==> config.mk <==
export PLATFORM = sky130hd
export DESIGN_NAME = debounce_multi_amisha
export DESIGN_NICKNAME = d
export VERILOG_FILES = /design/src/rtl/debounce_multi_amisha.sv
export SDC_FILE = /design/constraint.sdc
export NUM_CORES = 1
export LEC_CHECK = 0
export CORE_UTILIZATION = 60
export CTS_CLUSTER_DIAMETER = 30
export DETAILED_ROUTE_END_ITERATION = 12
export PLACE_DENSITY = 0.87
export SETUP_SLACK_MARGIN = 0.02
export SLEW_MARGIN = 20
export SYNTH_ARGS = -nofsm -noshare
export SYNTH_HDL_FRONTEND = slang
export SYNTH_SLANG_ARGS = --single-unit
==> constraint.sdc <==
create_clock -name clk_amisha -period 2.6 [get_ports clk_amisha]
set_input_delay 0.52 -clock clk_amisha [delete_from_list [all_inputs] [get_ports clk_amisha]]
set_output_delay 0.52 -clock clk_amisha [all_outputs]
set_load 0.1 [all_outputs]
Fig. 1: sequential cells grouped by signal name
Drawn at 4 px/um. Other sequential cells in the stronger gray, the rest of the logic in the fainter gray.
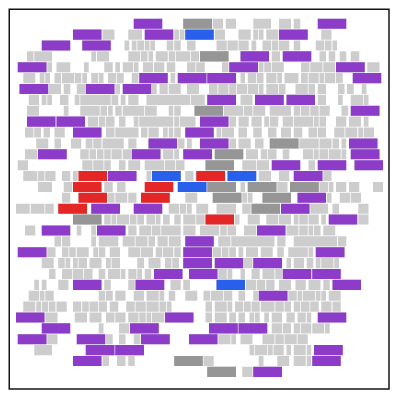
| signal | color | placed flops |
|---|---|---|
| cnt | purple | 80 |
| sync_q | red | 8 |
| state | blue | 5 |
not colored: 15
sequential-cell power consumption: 1.84 mW
sequential share of cell area: 0.380
area occupied by registers: 2160 um^2
final core occ: 0.689

Fig. 2: a small window of the routed layout
Region (35, 35) to (60, 60) um. Cells in gray, sequential cells in the stronger gray; small squares are vias.
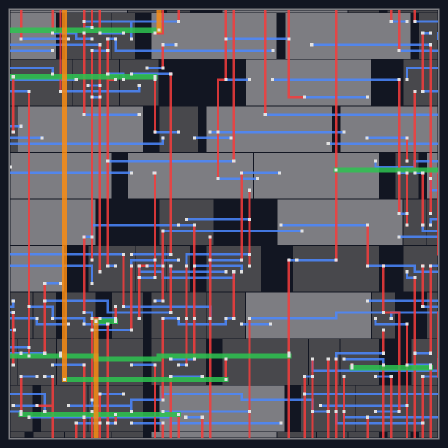
| layer | color |
|---|---|
| M1 | blue |
| M3 | green |
| M4 | orange |
| M2 | red |
sequential cells in the window: 13
most frequent: dfxtp_1 (13), clkbuf_8 (4)
cells with their middle in the window: 46

Fig. 3: track usage over the die
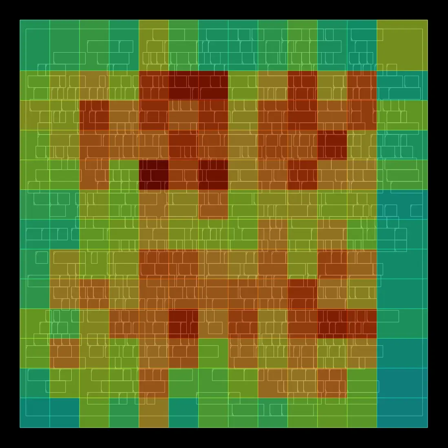
GR met2 Demand/Resource: 0.457
global routing usage on met1: 0.339

==> run_results.csv <==
group,metric,value,unit
clock_tree,cts.repair.resized,0,
place,number_of_port_buffers,22,
yosys,xor_share,0.0648,
worst_hold_path,worst_hold_path.num_cells,1,
drt,vias,4599,
floorplanning,die_x,94.6,um
power,cellInternalPower,2.68,mW
finish,area.combinational,2820,um^2
yosys,yosysWarnings,0,
yosys,number_of_enable_flip_flop_cells,0,
finish,comb_area_frac,0.495,
floorplanning,initial_core_util,0.622,
finish,n_antenna_cell,0,
global_route,wire_length_of_the_first_global_routing_pass,19.4,mm
finish,clock_buffers,10,
finish,nonClockInverterCount,11,
power,p_sw,1.08,mW
power,top_power_group,"registers",
drt,drt_wl_total,11.6,mm
run_status,status,"finished clean",
sta,final_critical_path_setup_slack,0.186,ns
sta,finalSetupViolations,0,
power,power_combinational,698,uW
clock_tree,numClockSinks,108,
power,p_comb_frac,0.186,
clock_tree,clkLatencyLatePin,0.36,ns
clock_tree,clkTransAtPathRegs,0.09,ns
finish,signal_buffer_area_fraction,0.0515,
finish,num-multi-input-gates,447,
sta,maxSlewHeadroom,0.562,
global_route,grt_start_max_net_pins,42,
power,max-vdd-ir-drop,427,uV
drt,drt-met1-wl,5.08,mm
drt,detail_route.first_pass.iterations,5,
worst_hold_path,hold_path_class,"flop to flop",
worst_setup_path,worst_r2r_path_depth,7,
==> critical path: stages (launching register included) <==
cell and delay [ns]:
sky130_fd_sc_hd__dfxtp_1 0.36, sky130_fd_sc_hd__inv_1 0.07, sky130_fd_sc_hd__ha_1 0.21, sky130_fd_sc_hd__or4b_1 0.62, sky130_fd_sc_hd__nor4_4 0.38, sky130_fd_sc_hd__a21oi_4 0.18, sky130_fd_sc_hd__and2_4 0.22, sky130_fd_sc_hd__a311oi_1 0.27
==> cell usage in the layout, fill, tap and decap left out, types with 6 or more instances in the layout <==
master / n
sky130_fd_sc_hd__a21oi_1: 52
sky130_fd_sc_hd__buf_4: 33
sky130_fd_sc_hd__nor4b_1: 8
sky130_fd_sc_hd__xor2_1: 30
sky130_fd_sc_hd__nor3_1: 27
sky130_fd_sc_hd__a311oi_1: 24
sky130_fd_sc_hd__dfxtp_1: 108
sky130_fd_sc_hd__o31ai_1: 14
sky130_fd_sc_hd__nor4_1: 19
sky130_fd_sc_hd__nand2_1: 34
sky130_fd_sc_hd__a211oi_1: 6
sky130_fd_sc_hd__inv_1: 11
sky130_fd_sc_hd__or3_1: 18
sky130_fd_sc_hd__clkbuf_8: 10
sky130_fd_sc_hd__nor2b_1: 11
sky130_fd_sc_hd__or2_2: 6
sky130_fd_sc_hd__nand4_1: 11
sky130_fd_sc_hd__or4_1: 14
sky130_fd_sc_hd__o21ai_0: 15
sky130_fd_sc_hd__xnor2_1: 8
sky130_fd_sc_hd__nor2_1: 62
sky130_fd_sc_hd__a31oi_1: 6
sky130_fd_sc_hd__nand2b_1: 14
sky130_fd_sc_hd__o2111ai_1: 6
sky130_fd_sc_hd__o211ai_1: 8
sky130_fd_sc_hd__nand3_1: 14
Power is estimated from default activity; no workload was simulated.
